**src/rtl/fifo_arb_pkg.sv**
```systemverilog
// Shared types and width helper for the FIFO write-port arbiter.
// Optional build macro FIFO_WR_ARB_HIPRI_EN (used by fifo_rr_pick) gives requester 0 absolute priority.
package fifo_arb_pkg;

    typedef enum logic {ARB_IDLE, ARB_BURST} arb_state_e;

    // Never returns zero, so an index or counter always has at least one bit.
    function automatic int safe_clog2(input int n);
        return (n <= 2) ? 1 : $clog2(n);
    endfunction

endpackage

```
**src/rtl/fifo_rr_pick.sv**
```systemverilog
// Rotating-priority picker: first requester above last_id, wrapping around.
// With FIFO_WR_ARB_HIPRI_EN defined, requester 0 wins whenever it requests.
module fifo_rr_pick
    import fifo_arb_pkg::*;
#(
    parameter int NUM_REQ = 4
) (
    input  logic [NUM_REQ-1:0]                 req,
    input  logic [safe_clog2(NUM_REQ)-1:0]     last_id,
    output logic [safe_clog2(NUM_REQ)-1:0]     pick_id,
    output logic                               pick_valid
);

    localparam int ID_W = safe_clog2(NUM_REQ);

    // Two passes: indices above last_id first, then the wrapped-around lower ones.
    always_comb begin
        pick_valid = 1'b0;
        pick_id    = '0;
        for (int i = 0; i < NUM_REQ; i++) begin
            if (!pick_valid && req[i] && (ID_W'(i) > last_id)) begin
                pick_valid = 1'b1;
                pick_id    = ID_W'(i);
            end
        end
        for (int i = 0; i < NUM_REQ; i++) begin
            if (!pick_valid && req[i] && (ID_W'(i) <= last_id)) begin
                pick_valid = 1'b1;
                pick_id    = ID_W'(i);
            end
        end
`ifdef FIFO_WR_ARB_HIPRI_EN
        if (req[0]) begin
            pick_valid = 1'b1;
            pick_id    = '0;
        end
`endif
    end

endmodule

```
**src/rtl/fifo_wr_arb.sv**
```systemverilog
// Round-robin arbiter sharing one FIFO write port among NUM_REQ requesters, bounded bursts.
// Build macro FIFO_WR_ARB_HIPRI_EN selects the requester-0 priority picker.
module fifo_wr_arb
    import fifo_arb_pkg::*;
#(
    parameter int FIFO_WIDTH = 32,
    parameter int NUM_REQ    = 4,
    parameter int MAX_BURST  = 8
) (
    input  logic                          clk,
    input  logic                          rstN,
    input  logic [NUM_REQ-1:0]            req,
    input  logic [NUM_REQ*FIFO_WIDTH-1:0] req_data,
    output logic [NUM_REQ-1:0]            ack,
    output logic [NUM_REQ-1:0]            gnt,
    output logic                          wr_en,
    output logic [FIFO_WIDTH-1:0]         data_in,
    input  logic                          full,
    output logic                          busy
);

    localparam int ID_W  = safe_clog2(NUM_REQ);
    localparam int CNT_W = safe_clog2(MAX_BURST + 1);

    arb_state_e         state_q, state_d;
    logic [NUM_REQ-1:0] gnt_q, gnt_d;
    logic [ID_W-1:0]    gnt_id_q, gnt_id_d;
    logic [ID_W-1:0]    last_id_q, last_id_d;
    logic [CNT_W-1:0]   burst_cnt_q, burst_cnt_d;
    logic [ID_W-1:0]    pick_id;
    logic               pick_valid;
    logic               owner_req;

    fifo_rr_pick #(
        .NUM_REQ(NUM_REQ)
    ) u_pick (
        .req       (req),
        .last_id   (last_id_q),
        .pick_id   (pick_id),
        .pick_valid(pick_valid)
    );

    assign owner_req = |(req & gnt_q);
    assign gnt       = gnt_q;
    assign busy      = (state_q == ARB_BURST);

    // Writes only happen in BURST, so reset (which forces IDLE) kills any in-flight write.
    always_comb begin
        state_d     = state_q;
        gnt_d       = gnt_q;
        gnt_id_d    = gnt_id_q;
        last_id_d   = last_id_q;
        burst_cnt_d = burst_cnt_q;
        wr_en       = 1'b0;
        ack         = '0;
        data_in     = '0;
        case (state_q)
            ARB_IDLE: begin
                if (pick_valid) begin
                    state_d     = ARB_BURST;
                    gnt_d       = NUM_REQ'(1) << pick_id;
                    gnt_id_d    = pick_id;
                    burst_cnt_d = '0;
                end
            end
            ARB_BURST: begin
                wr_en = owner_req & ~full;
                ack   = gnt_q & {NUM_REQ{wr_en}};
                for (int i = 0; i < NUM_REQ; i++) begin
                    if (wr_en && gnt_q[i]) begin
                        data_in = req_data[i*FIFO_WIDTH +: FIFO_WIDTH];
                    end
                end
                if (wr_en) begin
                    burst_cnt_d = burst_cnt_q + CNT_W'(1);
                end
                if (!owner_req || (wr_en && (burst_cnt_q == CNT_W'(MAX_BURST - 1)))) begin
                    state_d   = ARB_IDLE;
                    gnt_d     = '0;
                    last_id_d = gnt_id_q;
                end
            end
        endcase
    end

    // last_id resets to the top index so requester 0 is first in line.
    always_ff @(posedge clk or negedge rstN) begin
        if (!rstN) begin
            state_q     <= ARB_IDLE;
            gnt_q       <= '0;
            gnt_id_q    <= '0;
            last_id_q   <= ID_W'(NUM_REQ - 1);
            burst_cnt_q <= '0;
        end else begin
            state_q     <= state_d;
            gnt_q       <= gnt_d;
            gnt_id_q    <= gnt_id_d;
            last_id_q   <= last_id_d;
            burst_cnt_q <= burst_cnt_d;
        end
    end

endmodule
```
**config.mk**
```make
export PLATFORM = sky130hd
export DESIGN_NAME = fifo_wr_arb
export DESIGN_NICKNAME = d
export VERILOG_FILES = /design/src/rtl/fifo_arb_pkg.sv /design/src/rtl/fifo_rr_pick.sv /design/src/rtl/fifo_wr_arb.sv
export SDC_FILE = /design/constraint.sdc
export NUM_CORES = 1
export LEC_CHECK = 0
export ABC_AREA = 1
export CAP_MARGIN = 20
export CORE_MARGIN = 1
export CORE_UTILIZATION = 35
export CTS_BUF_LIST = sky130_fd_sc_hd__clkbuf_8
export CTS_CLUSTER_DIAMETER = 40
export DETAILED_ROUTE_END_ITERATION = 8
export GPL_TIMING_DRIVEN = 0
export PLACE_DENSITY = 0.88
export REMOVE_ABC_BUFFERS = 1
export SYNTH_ARGS = -nofsm -noshare
export SYNTH_HDL_FRONTEND = slang
export SYNTH_SLANG_ARGS = --single-unit
```
**constraint.sdc**
```tcl
create_clock -name clk -period 4.2 [get_ports clk]
set_input_delay 1.05 -clock clk [delete_from_list [all_inputs] [get_ports clk]]
set_output_delay 1.05 -clock clk [all_outputs]
set_load 0.005 [all_outputs]
```
flops_by_reg.png
The bar under the picture is 20 µm long. Other sequential cells in the stronger gray, the rest of the logic in the fainter gray.
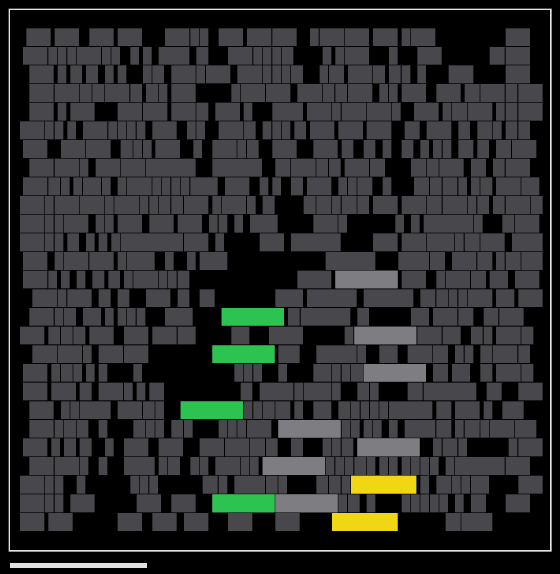
[`last_id_q`] yellow | flops: 2
[`burst_cnt_q`] green | flops: 4
not colored: 7

clk_routes.png
The bar under the picture is 20 µm long.
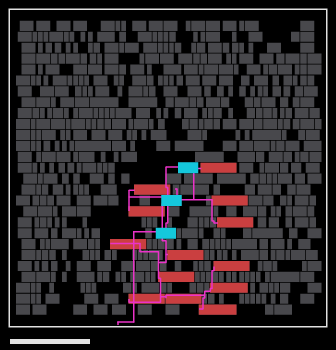
[clock wires] magenta | length: 186 µm
[clock drivers] cyan | count: 3
[flip-flops] red | count: 13
routed clock nets: 4

clocks.png
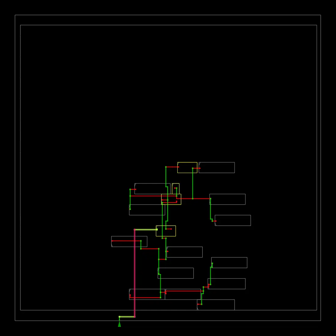
worst-skew pair later-pin latency: 0.24 ns
clk sinks: 13
clk pwr: 0.000113 W
flip-flops: 13
# clk buffers: 3

placement_by_type.png
Fill, decap, tap and diode cells in gray.
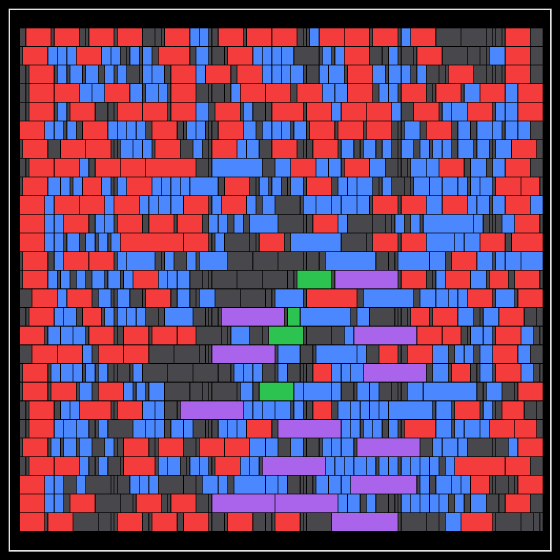
[combinational and other logic] blue | cells: 368 | share of their area: 44%
[clock drivers and dummy loads] green | cells: 4 | share of their area: 1.1%
[flops] purple | cells: 13 | share of their area: 7.9%
[other buffers and delay cells] red | cells: 192 | share of their area: 47%

==> results_dict.tcl <==
# place-and-route summary
set metrics [dict create \
    syn-cell-area_um2 2062 \
    fin_skew_ns 0.009010 \
    slew_viol_final 0 \
    syn_inst 399 \
    dr_wl_met3_um 894 \
    top_area_cell "nand2_1" \
    topCellsByArea "nand2_1, nand3_1, dfrtp_1" \
    most_common_cell "nand2_1" \
    status "finished, final reports clean" \
    pg_seq_w 0.000259 \
    clk_pin_slew_ns 0.06 \
    biggestCellCategory "buffers" \
    whs_path_depth 2 \
    die_h_um 78.76 \
    portBuffers 176 \
    hpwl_um 6395 \
    clockBufferDepth 2 \
    final.setup.tns_ns 0 \
    gp_congestion 0.7879 \
    worst_slew_pin_slew_ns 0.7639 \
    nFillCells 451 \
    highest_layer "met4" \
    crit_family "simple AND/OR/NAND/NOR gates" \
    cts_tree "done" \
    htreeDepth 1 \
    powerComb_w 0.000858 \
    hold_viol 0 \
    ys_warn_count 0 \
    critPathBufInv 3 \
    crit_arrival_ns 3.00 \
    dr.pass1.iters 4 \
    p_leak_nw 1.995 \
    rsz0062_at_grt "no" \
    mostFrequentLayoutCells "clkdlybuf4s50_1, nand2_1, nand3_1" \
    fmax_mhz 246.8 \
    fin_area_um2 4248 \
    endpoint_kind "primary output" \
    synth-seq-cells 13 \
    power_w 0.001230 \
    period_used_pct 96.45 \
    routed-wl-met2_um 5032 \
    logic_area_um2 1700 \
    die-area_um2 6202 \
    num_rows 27 \
    grt_max_degree 51 \
    path_class "in -> out" \
    inverters 30 \
    tool_warnings 25 \
    detail-route-antenna-nets 0 \
    synthTopCellsByCount "nand2_1, nor2_1, nand3_1" \
    seqPwrFrac_pct 21.1 \
    antenna_found_initial 0 \
    busiest_layer "met2" \
    first_global_vias 3157 \
    numCtsBuffers 3 \
    netlist.area_leader.share_pct 25.12 \
    n_tap_cell 72 \
    ys_seq_share_pct 15.90 \
    vias 3382 \
    synth-main-ff-cell "dfrtp_1" \
    final-nonclk-buf-share_pct 45.95 \
    edf_count 0 \
    slowest_stage "clkdlybuf4s50_1" \
    root_buffer "clkbuf_8" \
    dpl-instance-area_um2 3794 \
    use_met2_pct 54.96 \
    grt_use_total_pct 30.31 \
    ir_worst_vdd_mv 0.2345 \
    antenna_cells 0 \
    slew-limit-headroom_pct 49.07 \
    synthArstFlopShare_pct 100.0 \
    drt_iter0_markers 193 \
    cp.depth 11 \
    seq_share_pct 7.717 \
    met1_length_um 3777 \
    worstSetupStartpointType "input port" \
    nNonClkBuffers 192 \
    grt_overflow 0 \
    num-multi-input-gates 338 \
    synth_cell_types 27 \
    final-setup-viol-count 0 \
    yosys_cells 399 \
    mostFrequentLayoutCell "clkdlybuf4s50_1" \
]
[worst paths after layout]
check / start / to / slack [ns]
setup / recovery: req[3] / data_in[13] / 0.15
hold / removal: gnt_id_q[1]$_DFFE_PN0P_ / last_id_q[1]$_DFFE_PN1P_ / 0.49
setup reg to reg: busy$_DFF_PN0_ / burst_cnt_q[3]$_DFFE_PN0P_ / 1.93
hold reg to reg: gnt_id_q[1]$_DFFE_PN0P_ / last_id_q[1]$_DFFE_PN1P_ / 0.49
max in group asynchronous: rstN / gnt[3]$_DFFE_PN0P_ / 2.62
min in group asynchronous: rstN / burst_cnt_q[1]$_DFFE_PN0P_ / 1.18
[worst reg2reg max path, cell delays in order, from the launching register on]
cell	delay, ns
dfrtp_1	0.84
inv_1	0.46
nor2_1	0.42
inv_1	0.19
nand2_1	0.14
o22ai_1	0.09
[metrics by stage]
step                hold WS, ns  worst slack, ns  cells  utilization, %
finish                   0.4950           0.1489    649           75.75
global route             0.5221          0.04088    649           75.75
CTS                      0.4984          0.01584    642           73.38
detailed placement       0.4875           -1.512    621           67.65
global placement         0.4842           -2.164    620           67.20
floorplan                0.4716          -0.1763    372               -
[flip-flops by register name, summed over array words and instances, names as in the netlist]
register and flops:
gnt_id_q 2, busy 1, gnt 4, burst_cnt_q 4, last_id_q 2
[logic make-up (layout without fill, tap and decap cells)]
| kind of cell | after synthesis | in the layout | synth area share (%) |
|---|---|---|---|
| flops | 13 | 13 | 15.90 |
| compound gates | 28 | 28 | 6.978 |
| simple gates | 300 | 308 | 63.77 |
| fa+ha+maj | 1 | 1 | 0.6067 |
| buf+inv | 56 | 226 | 12.32 |
| xor+xnor | 1 | 1 | 0.4248 |
[timing repair]
item,CTS,global route
buffers inserted,9,5
cloned,8,2
resized,24,19
pin swaps,8,5
setup endpoints to repair,36,34
Power is estimated from default activity; no workload was simulated.
